**Run 1: M1 wires**

Supply wires on this layer in grey.
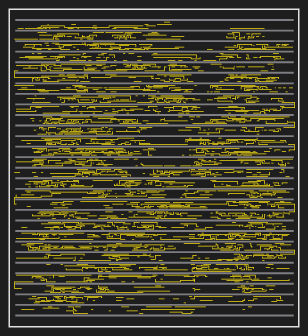
**Run 1: close-up of the layout**

The bar under the picture is 10 um long. Window x 22 to 52, y 26 to 56 um. Cells in grey, sequential cells in the stronger grey; small squares are vias.
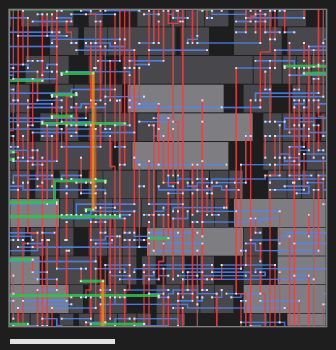
**Run 1: clock wiring as the flow saved it**

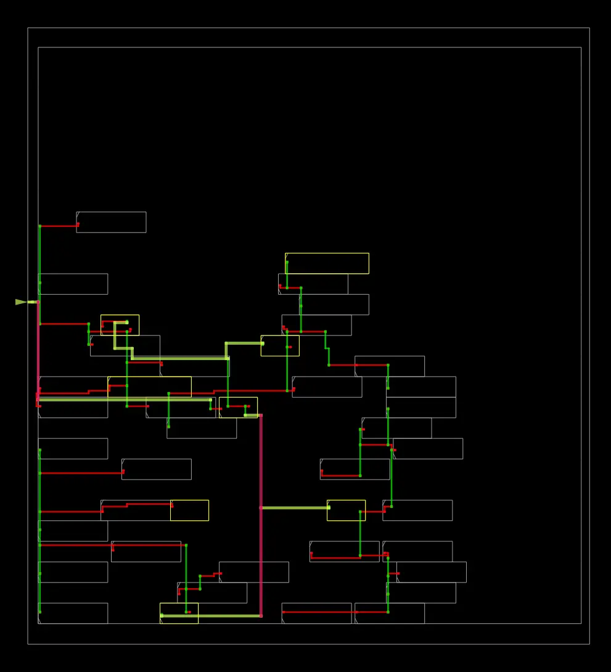
--- src/rtl/pfd_loop_pkg.sv ---
// Shared types and defaults for the ring-oscillator tuning loop controller.
// Latency: n/a (types, constants and a width helper only).
// Backpressure: n/a.
package pfd_loop_pkg;

    typedef enum logic [1:0] {
        ST_IDLE    = 2'd0,
        ST_ACQUIRE = 2'd1,
        ST_TRACK   = 2'd2,
        ST_LOCKED  = 2'd3
    } state_e;

    // Direction of the most recent ACQUIRE correction, used to spot the first overshoot.
    typedef enum logic [1:0] {
        DIR_NONE = 2'd0,
        DIR_UP   = 2'd1,
        DIR_DN   = 2'd2
    } dir_e;

    localparam int DEF_CODE_W   = 6;
    localparam int DEF_WIN_LEN  = 64;
    localparam int DEF_THRESH   = 4;
    localparam int DEF_ACQ_STEP = 4;
    localparam int DEF_LOCK_CNT = 8;

    // Holds +/-WIN_LEN plus a sign bit with one bit of margin.
    function automatic int acc_width(input int win_len);
        return $clog2(win_len) + 2;
    endfunction

endpackage

--- src/rtl/pulse_sync2.sv ---
// Two-flop synchronizer for an asynchronous level/pulse into the clk domain.
// Latency: output follows input after 2 clk edges.
// Backpressure: none.
module pulse_sync2 (
    input  logic clk_i,
    input  logic rst_n_i,
    input  logic d_i,
    output logic q_o
);
    logic meta_q;
    logic sync_q;

    always_ff @(posedge clk_i or negedge rst_n_i) begin
        if (!rst_n_i) begin
            meta_q <= 1'b0;
            sync_q <= 1'b0;
        end else begin
            meta_q <= d_i;
            sync_q <= meta_q;
        end
    end

    assign q_o = sync_q;

endmodule

--- src/rtl/pfd_loop_ctrl.sv ---
// Ring-oscillator loop controller: integrates synchronized PFD up/down per window, steps the tune code, flags lock.
// Latency: PFD pulses reach the accumulator 2 cycles late; code/code_valid/locked update one cycle after window end.
// Backpressure: none, free-running; PFD_LOOP_LOL_STICKY_EN adds lol_sticky/lol_clr loss-of-lock history.
module pfd_loop_ctrl
    import pfd_loop_pkg::*;
#(
    parameter int CODE_W   = DEF_CODE_W,
    parameter int WIN_LEN  = DEF_WIN_LEN,
    parameter int THRESH   = DEF_THRESH,
    parameter int ACQ_STEP = DEF_ACQ_STEP,
    parameter int LOCK_CNT = DEF_LOCK_CNT
) (
    input  logic              clk,
    input  logic              rst_n,
    input  logic              enable,
    input  logic [CODE_W-1:0] code_init,
    input  logic              up,
    input  logic              down,
`ifdef PFD_LOOP_LOL_STICKY_EN
    input  logic              lol_clr,
    output logic              lol_sticky,
`endif
    output logic [CODE_W-1:0] code,
    output logic              code_valid,
    output logic              locked,
    output logic [1:0]        state
);
    localparam int ACC_W    = acc_width(WIN_LEN);
    localparam int CNT_W    = $clog2(WIN_LEN);
    localparam int QCNT_W   = $clog2(LOCK_CNT + 1);
    localparam int CODE_MAX = (1 << CODE_W) - 1;

    logic up_s;
    logic down_s;

    pulse_sync2 u_sync_up (.clk_i(clk), .rst_n_i(rst_n), .d_i(up),   .q_o(up_s));
    pulse_sync2 u_sync_dn (.clk_i(clk), .rst_n_i(rst_n), .d_i(down), .q_o(down_s));

    state_e                  state_q;
    dir_e                    prev_dir_q;
    logic [CODE_W-1:0]       code_q;
    logic                    code_valid_q;
    logic                    locked_q;
    logic signed [ACC_W-1:0] acc_q;
    logic [CNT_W-1:0]        win_cnt_q;
    logic [QCNT_W-1:0]       quiet_cnt_q;

    int                      contrib;
    int                      acc_sum;
    logic                    win_end;
    logic                    corr_up;
    logic                    corr_dn;
    logic                    corr;
    logic                    big_err;
    logic                    reversal;
    logic [CODE_W-1:0]       code_fine_d;
    logic [CODE_W-1:0]       code_acq_d;

    function automatic logic [CODE_W-1:0] clamp_code(input int v);
        if (v < 0) return '0;
        if (v > CODE_MAX) return CODE_W'(CODE_MAX);
        return CODE_W'(v);
    endfunction

    // acc_sum includes the current cycle so window-end decisions see the full window.
    always_comb begin
        contrib = 0;
        if (up_s && !down_s) contrib = 1;
        else if (down_s && !up_s) contrib = -1;
        acc_sum     = int'(acc_q) + contrib;
        win_end     = (win_cnt_q == CNT_W'(WIN_LEN - 1));
        corr_up     = (acc_sum > THRESH);
        corr_dn     = (acc_sum < -THRESH);
        corr        = corr_up || corr_dn;
        big_err     = (acc_sum > 2 * THRESH) || (acc_sum < -2 * THRESH);
        reversal    = (corr_up && prev_dir_q == DIR_DN) || (corr_dn && prev_dir_q == DIR_UP);
        code_fine_d = clamp_code(int'(code_q) + (corr_up ? 1 : -1));
        code_acq_d  = clamp_code(int'(code_q) + (corr_up ? ACQ_STEP : -ACQ_STEP));
    end

    always_ff @(posedge clk or negedge rst_n) begin
        if (!rst_n) begin
            state_q      <= ST_IDLE;
            prev_dir_q   <= DIR_NONE;
            code_q       <= '0;
            code_valid_q <= 1'b0;
            locked_q     <= 1'b0;
            acc_q        <= '0;
            win_cnt_q    <= '0;
            quiet_cnt_q  <= '0;
        end else begin
            code_valid_q <= 1'b0;
            if (!enable) begin
                state_q     <= ST_IDLE;
                prev_dir_q  <= DIR_NONE;
                locked_q    <= 1'b0;
                acc_q       <= '0;
                win_cnt_q   <= '0;
                quiet_cnt_q <= '0;
            end else if (state_q == ST_IDLE) begin
                code_q       <= code_init;
                code_valid_q <= 1'b1;
                state_q      <= ST_ACQUIRE;
            end else begin
                win_cnt_q <= win_cnt_q + CNT_W'(1);
                acc_q     <= win_end ? '0 : ACC_W'(acc_sum);
                if (win_end) begin
                    case (state_q)
                        ST_ACQUIRE: begin
                            if (!corr) begin
                                state_q <= ST_TRACK;
                            end else if (reversal) begin
                                code_q       <= code_fine_d;
                                code_valid_q <= (code_fine_d != code_q);
                                state_q      <= ST_TRACK;
                            end else begin
                                code_q       <= code_acq_d;
                                code_valid_q <= (code_acq_d != code_q);
                            end
                            if (corr) prev_dir_q <= corr_up ? DIR_UP : DIR_DN;
                        end
                        ST_TRACK: begin
                            if (corr) begin
                                code_q       <= code_fine_d;
                                code_valid_q <= (code_fine_d != code_q);
                                quiet_cnt_q  <= '0;
                            end else begin
                                quiet_cnt_q <= quiet_cnt_q + QCNT_W'(1);
                                if (quiet_cnt_q == QCNT_W'(LOCK_CNT - 1)) begin
                                    state_q  <= ST_LOCKED;
                                    locked_q <= 1'b1;
                                end
                            end
                        end
                        ST_LOCKED: begin
                            if (big_err) begin
                                state_q      <= ST_TRACK;
                                locked_q     <= 1'b0;
                                quiet_cnt_q  <= '0;
                                code_q       <= code_fine_d;
                                code_valid_q <= (code_fine_d != code_q);
                            end
                        end
                        default: ;
                    endcase
                end
            end
        end
    end

`ifdef PFD_LOOP_LOL_STICKY_EN
    logic lol_sticky_q;
    logic lol_set;

    assign lol_set = enable && (state_q == ST_LOCKED) && win_end && big_err;

    always_ff @(posedge clk or negedge rst_n) begin
        if (!rst_n)       lol_sticky_q <= 1'b0;
        else if (lol_set) lol_sticky_q <= 1'b1;
        else if (lol_clr) lol_sticky_q <= 1'b0;
    end

    assign lol_sticky = lol_sticky_q;
`endif

    assign code       = code_q;
    assign code_valid = code_valid_q;
    assign locked     = locked_q;
    assign state      = state_q;

endmodule

--- config.mk ---
export PLATFORM = sky130hd
export DESIGN_NAME = pfd_loop_ctrl
export DESIGN_NICKNAME = d
export VERILOG_FILES = /design/src/rtl/pfd_loop_pkg.sv /design/src/rtl/pulse_sync2.sv /design/src/rtl/pfd_loop_ctrl.sv
export SDC_FILE = /design/constraint.sdc
export NUM_CORES = 1
export LEC_CHECK = 0
export ABC_AREA = 1
export CORE_ASPECT_RATIO = 1.1
export CORE_UTILIZATION = 67
export CTS_BUF_LIST = sky130_fd_sc_hd__clkbuf_2 sky130_fd_sc_hd__clkbuf_4 sky130_fd_sc_hd__clkbuf_8
export CTS_CLUSTER_DIAMETER = 60
export DETAILED_ROUTE_END_ITERATION = 8
export GPL_ROUTABILITY_DRIVEN = 0
export GPL_TIMING_DRIVEN = 0
export PLACE_DENSITY = 0.88
export SKIP_CTS_REPAIR_TIMING = 1
export SLEW_MARGIN = 0
export SYNTH_ARGS = -nofsm -noshare
export SYNTH_HDL_FRONTEND = slang
export SYNTH_SLANG_ARGS = --single-unit
--- constraint.sdc ---
create_clock -name clk -period 18.4 [get_ports clk]
set_clock_uncertainty 0.05 [all_clocks]
set_input_delay 1.84 -clock clk [delete_from_list [all_inputs] [get_ports clk]]
set_output_delay 1.84 -clock clk [all_outputs]
set_load 0.03 [all_outputs]
==> impl_metrics.ini, run 1 <==
; flow metrics
[die]
fp_util_pct = 70.4
core_region_area_sq_um = 5470
fp.dieH_um = 81.5
placementRows = 28
die_x_um = 74.2

[min_path]
whs_endpoint = u_sync_dn.q_o$_DFF_PN0_
hp-start = u_sync_dn.meta_q$_DFF_PN0_
holdCritPathClass = reg -> reg

[synthesis]
ys_area_sq_um = 3850
async_flop_share_pct = 100
syn_avg_cell_area_sq_um = 6.57
synthCells = 585
ys_sh_mux_pct = 0
simple_gate_share_pct = 37.8
synth.largest_area_cell = dfrtp_1
edf_count = 0
top_cells_by_count = nand2_1, inv_1, nor2_1
ys.flop_type = dfrtp_1
top_area_share_pct = 22.1
synth_nets = 644

[cts]
cts_buffers = 5
cts_root_buffer = clkbuf_8
worstSkewPairLatency_ns = 0.29
cts.path.max_buffers = 2

[pwr]
seq_power_uw = 122
combPwrFrac_pct = 67.7
cellPowerDensity_nw_per_um2 = 150
p_switching_uw = 334
finalPower_uw = 641
power_frac_seq_pct = 19.0
power_combinational_uw = 434
power-top-group = combinational logic

[sta]
min_period_over_period_pct = 38.5
hold_ws_ns = 0.302
hold_viol_final = 0
setup_viol = 0
maxSlewViolCount = 0
rsz0062_at_grt = false
setup_tns_ns = 0
max_slew_margin_pct = 50.0

[critical_path]
critical_path.startpoint = u_sync_up.q_o$_DFF_PN0_
path_common_cell = nand2_1
crit_fanout = 35
crit_family = simple AND/OR/NAND/NOR gates
critPathLaunchType = register
required_ns = 18.53
cp-end-kind = register
crit_buf_inv = 5
r2r-start = u_sync_up.q_o$_DFF_PN0_
setup.worst_path.end = code_valid$_DFF_PN0_
cp.depth = 42

[detailed_routing]
vias_per_cell = 5.63
top_layer = met4
wl_per_cell_um = 13.0
route.vias.total = 3876
met2WireLength_um = 4540
wl_met1_um = 3850
detail-route-antenna-nets = 0
postRouteWirelength_um = 8950

[grt]
antenna_found_initial = 0
grt_pass1_vias = 3507
grt_start_max_net_pins = 36
grt_pass1_wl_um = 14900
overflow = 0
grtUsageMet1_pct = 38.6

[final_layout]
diodes = 0
syn2layout_area_growth_pct = 11.2
logic_area_sq_um = 2610
nets = 671
ff_latch_area_sq_um = 851
fillCellCount = 414
drive_gt1_share_pct = 8.65

[job]
drv_cap = 0
tool_warnings = 39

[place]
dpl.hpwl_um = 6990
place_area_sq_um = 4140
io_buffers = 20

[run_status]
status = finished clean
-- 'M1 wires' (at the start) --
main direction	horizontal
wire length on this layer	3850 um
share of all routed wire	43%

-- 'close-up of the layout' (at the start) --
colour	layer
red	metal 2
green	metal 3
orange	metal 4
blue	metal 1
sequential cells in the window	10
cells with their middle in the window	102
most frequent	nand2_1 (20), nand3_1 (12), dfrtp_1 (10)
netlist names of flops here include	`acc_q` (5), `code` (2), `prev_dir_q` (2)

-- 'clock wiring as the flow saved it' (at the start) --
FFs & Latches: 34
clock group total power: 85.6 uW
# clk buffers: 6
TritonCTS Sinks: 34

-- run 1: per-stage QoR --
step                      setup slack (ns)  util [%]  cells
after floorplan                      12.46         -    585
after global placement               11.62      75.8    680
after detailed placement             11.43      75.7    680
after CTS                            11.38      78.3    688
after global routing                 10.64      78.3    688
final                                11.31      78.3    688
-- run 1: cell type report --
| cell class | count | area share, % |
|---|---|---|
| clock buffers | 6 | 1.93 |
| plain buffers | 9 | 1.37 |
| flip-flops and latches | 34 | 19.9 |
| repair buffers | 20 | 4.56 |
| inverters | 88 | 7.72 |
| well taps | 75 | 2.19 |
| multi-input cells | 454 | 60.9 |
| clock inverters | 2 | 1.40 |
==> inputs of run 2 (changes only) <==
--- a/config.mk
+++ b/config.mk
@@ -7,13 +7,13 @@
 export LEC_CHECK = 0
 export ABC_AREA = 1
 export CORE_ASPECT_RATIO = 1.1
-export CORE_UTILIZATION = 67
+export CORE_UTILIZATION = 63
 export CTS_BUF_LIST = sky130_fd_sc_hd__clkbuf_2 sky130_fd_sc_hd__clkbuf_4 sky130_fd_sc_hd__clkbuf_8
 export CTS_CLUSTER_DIAMETER = 60
 export DETAILED_ROUTE_END_ITERATION = 8
 export GPL_ROUTABILITY_DRIVEN = 0
 export GPL_TIMING_DRIVEN = 0
-export PLACE_DENSITY = 0.88
+export PLACE_DENSITY = 0.83
 export SKIP_CTS_REPAIR_TIMING = 1
 export SLEW_MARGIN = 0
 export SYNTH_ARGS = -nofsm -noshare
==> constraint.sdc (replaced) <==
create_clock -name clk -period 6.7 [get_ports clk]
set_clock_uncertainty 0.05 [all_clocks]
set_input_delay 0.67 -clock clk [delete_from_list [all_inputs] [get_ports clk]]
set_output_delay 0.67 -clock clk [all_outputs]
set_load 0.03 [all_outputs]
==> impl_metrics.ini, run 2 <==
; flow metrics
[run_status]
status = finished clean

[grt]
antenna_found_initial = 0
grt_pass1_vias = 3754

[detailed_routing]
route.vias.total = 3989
detail-route-antenna-nets = 0
wl_per_cell_um = 13.9
met2WireLength_um = 5020
wl_met1_um = 4110

[sta]
min_period_over_period_pct = 94.1
worst_slack_ns = 0.394
maxSlewViolCount = 0
hold_ws_ns = 0.303
setup_viol = 0

[final_layout]
fillCellCount = 472
syn2layout_area_growth_pct = 15.8
drive_gt1_share_pct = 11.9
diodes = 0
nets = 679
utilization_pct = 76.3

[cts]
cts_root_buffer = clkbuf_8
cts.path.max_buffers = 2

[synthesis]
synth_nets = 644
async_flop_share_pct = 100
top_area_share_pct = 22.1
ys_area_sq_um = 3850
synth.largest_area_cell = dfrtp_1
synthCells = 585
ys.flop_type = dfrtp_1
syn_avg_cell_area_sq_um = 6.57

[die]
placementRows = 29
core_region_area_sq_um = 5840
fp.dieH_um = 84.0
die_x_um = 76.5
fp_util_pct = 65.8

[critical_path]
critPathLaunchType = register
crit_buf_inv = 3
setup.worst_path.end = code_valid$_DFF_PN0_
r2r-start = u_sync_dn.q_o$_DFF_PN0_
cp.depth = 45
crit_family = simple AND/OR/NAND/NOR gates
path_common_cell = nand2_1

[min_path]
whs_endpoint = u_sync_dn.q_o$_DFF_PN0_

[job]
drv_cap = 0
tool_warnings = 39

[pwr]
power_combinational_mw = 1.30
power-top-group = combinational logic
p_switching_uw = 981
combPwrFrac_pct = 69.6
finalPower_mw = 1.86

[place]
dpl.hpwl_um = 7000
placed_cells = 682
io_buffers = 20
## run 2: cell counts after synthesis
Identical to the previous run, type by type.
## run 2: cell type report
cell class | instances | area (sq um) | share of cell area (%)
Multi-Input combinational cell | 455 | 2700 | 60.7
Inverter | 88 | 330 | 7.41
Tap cell | 77 | 96.3 | 2.16
Sequential cell | 34 | 851 | 19.1
Timing Repair Buffer | 27 | 265 | 5.95
Buffer | 9 | 71.3 | 1.60
Clock buffer | 5 | 68.8 | 1.54
Clock inverter | 3 | 68.8 | 1.54
## run 2: logic make-up after synthesis
family | Yosys count | synth area share, %
buffers and inverters | 97 | 10.1
adders and majority gates | 48 | 16.0
AOI/OAI and AO/OA | 80 | 11.5
xor gates and xnor gates | 10 | 2.47
DFF | 34 | 22.1
and+or+nand+nor | 316 | 37.8
**Run 2: metal layers overlaid**

Two of the layers only.
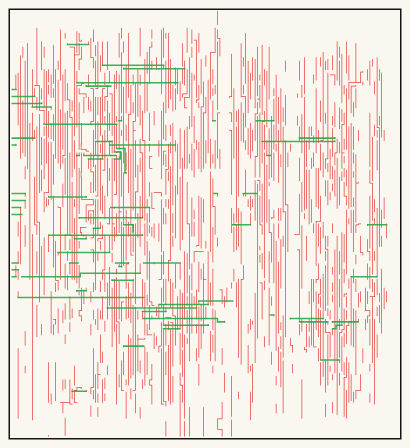
colour	layer	wire length
green	metal 3	401 um
red	metal 2	5020 um

**Run 2: clock wiring as the flow saved it**

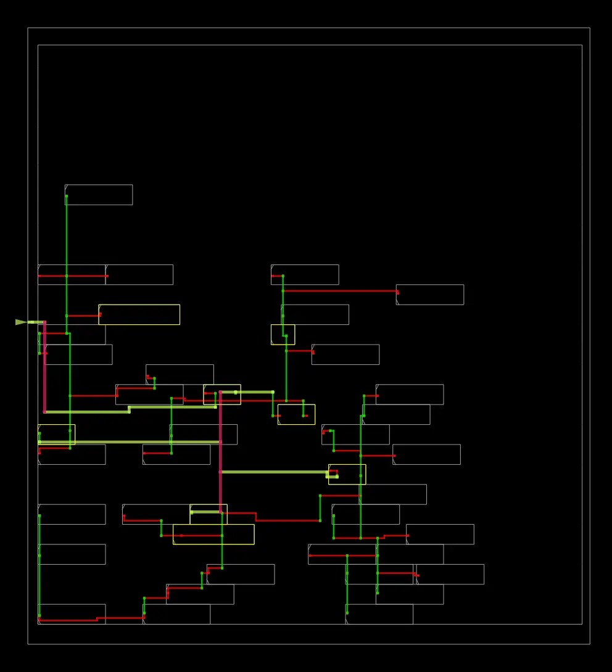
# clk buffers: 5
cts bufs inserted: 5
clock group total power: 230 uW
clk latency late pin: 0.29 ns

==> inputs of run 3 (changes only) <==
--- a/config.mk
+++ b/config.mk
@@ -7,13 +7,13 @@
 export LEC_CHECK = 0
 export ABC_AREA = 1
 export CORE_ASPECT_RATIO = 1.1
-export CORE_UTILIZATION = 63
-export CTS_BUF_LIST = sky130_fd_sc_hd__clkbuf_2 sky130_fd_sc_hd__clkbuf_4 sky130_fd_sc_hd__clkbuf_8
+export CORE_UTILIZATION = 62
+export CTS_BUF_LIST = sky130_fd_sc_hd__clkbuf_16
 export CTS_CLUSTER_DIAMETER = 60
 export DETAILED_ROUTE_END_ITERATION = 8
 export GPL_ROUTABILITY_DRIVEN = 0
 export GPL_TIMING_DRIVEN = 0
-export PLACE_DENSITY = 0.83
+export PLACE_DENSITY = 0.82
 export SKIP_CTS_REPAIR_TIMING = 1
 export SLEW_MARGIN = 0
 export SYNTH_ARGS = -nofsm -noshare
**Run 3: metal layers overlaid**

Two of the layers only.
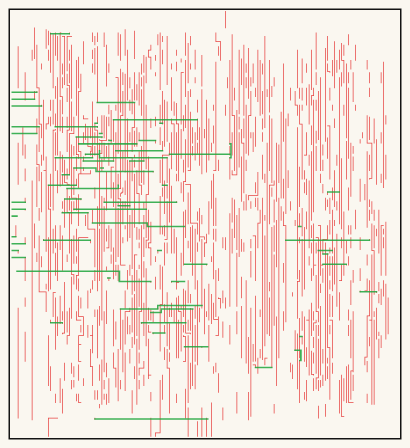
colour	layer	wire length
green	metal 3	395 um
red	metal 2	4740 um

==> impl_metrics.ini, run 3 <==
; flow metrics
[synthesis]
xor_share_pct = 2.47
top_cells_by_count = nand2_1, inv_1, nor2_1
synth.largest_area_cell = dfrtp_1
ys_sh_mux_pct = 0
simple_gate_share_pct = 37.8
synth_nets = 644
ys.flop_type = dfrtp_1
synthAoiAreaFrac_pct = 11.5

[run_status]
status = finished clean

[detailed_routing]
top_layer = met4
met2WireLength_um = 4740
postRouteWirelength_um = 9330
route.vias.total = 3942

[min_path]
holdCritPathClass = reg -> reg
whs_endpoint = u_sync_dn.q_o$_DFF_PN0_
hp-start = u_sync_dn.meta_q$_DFF_PN0_

[sta]
worst_slack_ns = 0.357
setup_tns_ns = 0
min_period_over_period_pct = 94.7
max_slew_margin_pct = 50.3
hold_viol_final = 0

[critical_path]
path_common_cell = nand2_1
crit_family = simple AND/OR/NAND/NOR gates
crit_fanout = 14
setup.worst_path.end = code_valid$_DFF_PN0_
r2r-start = u_sync_up.q_o$_DFF_PN0_
cp-end-kind = register
critical_path.startpoint = u_sync_up.q_o$_DFF_PN0_

[job]
tool_warnings = 39
drv_cap = 0

[final_layout]
diodes = 0
fillCellCount = 461
utilization_pct = 76.1
syn2layout_area_growth_pct = 16.3

[place]
io_buffers = 20

[die]
fp.dieH_um = 84.6
fp_util_pct = 65.4
placementRows = 29

[pwr]
power_frac_seq_pct = 18.0
finalPower_mw = 1.86
power-top-group = combinational logic
p_switching_uw = 959
combPwrFrac_pct = 68.5

[grt]
antenna_found_initial = 0
**Run 3: clock wiring as the flow saved it**

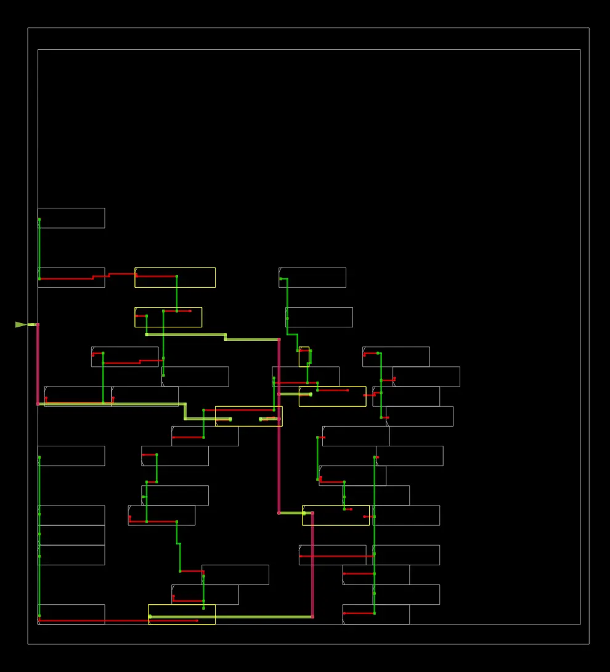
clk latency late pin: 0.28 ns
clock group total power: 251 uW

run 3: cell counts after synthesis:
No cell type changed its count.
run 3: stage by stage:
stage          instance area [sq um]  std cells  hold slack, ns
6_report                        4470        697           0.297
5_1_grt                         4470        697           0.304
4_1_cts                         4300        689           0.302
3_5_place_dp                    4140        682           0.291
3_3_place_gp                    4140        682           0.282
2_1_floorplan                   3850        585           0.281
run 3: cell type report:
class,count,area [sq um],share of cell area (%)
Clock buffer,5,125,2.80
Timing Repair Buffer,27,265,5.93
Tap cell,77,96.3,2.15
Buffer,9,71.3,1.59
Clock inverter,2,33.8,0.755
Inverter,88,330,7.38
Sequential cell,34,851,19.0
Multi-Input combinational cell,455,2700,60.4

==> gallery <==
The metal 4 layer.
Supply wires on this layer in grey.
image #1
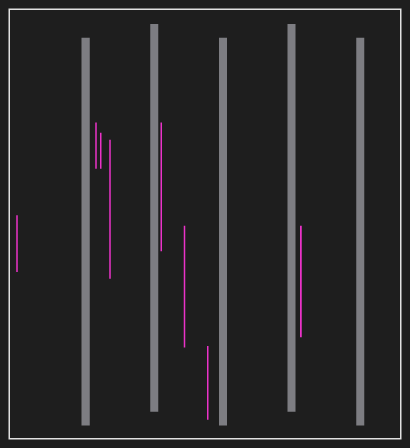
image #2
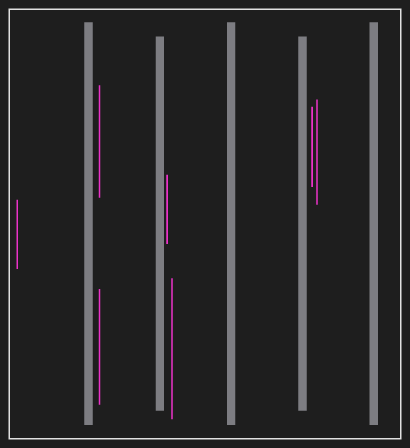
- image #1 = run 3
- image #2 = run 1

Power figures rest on the tool's default switching activity, not on a simulated workload.
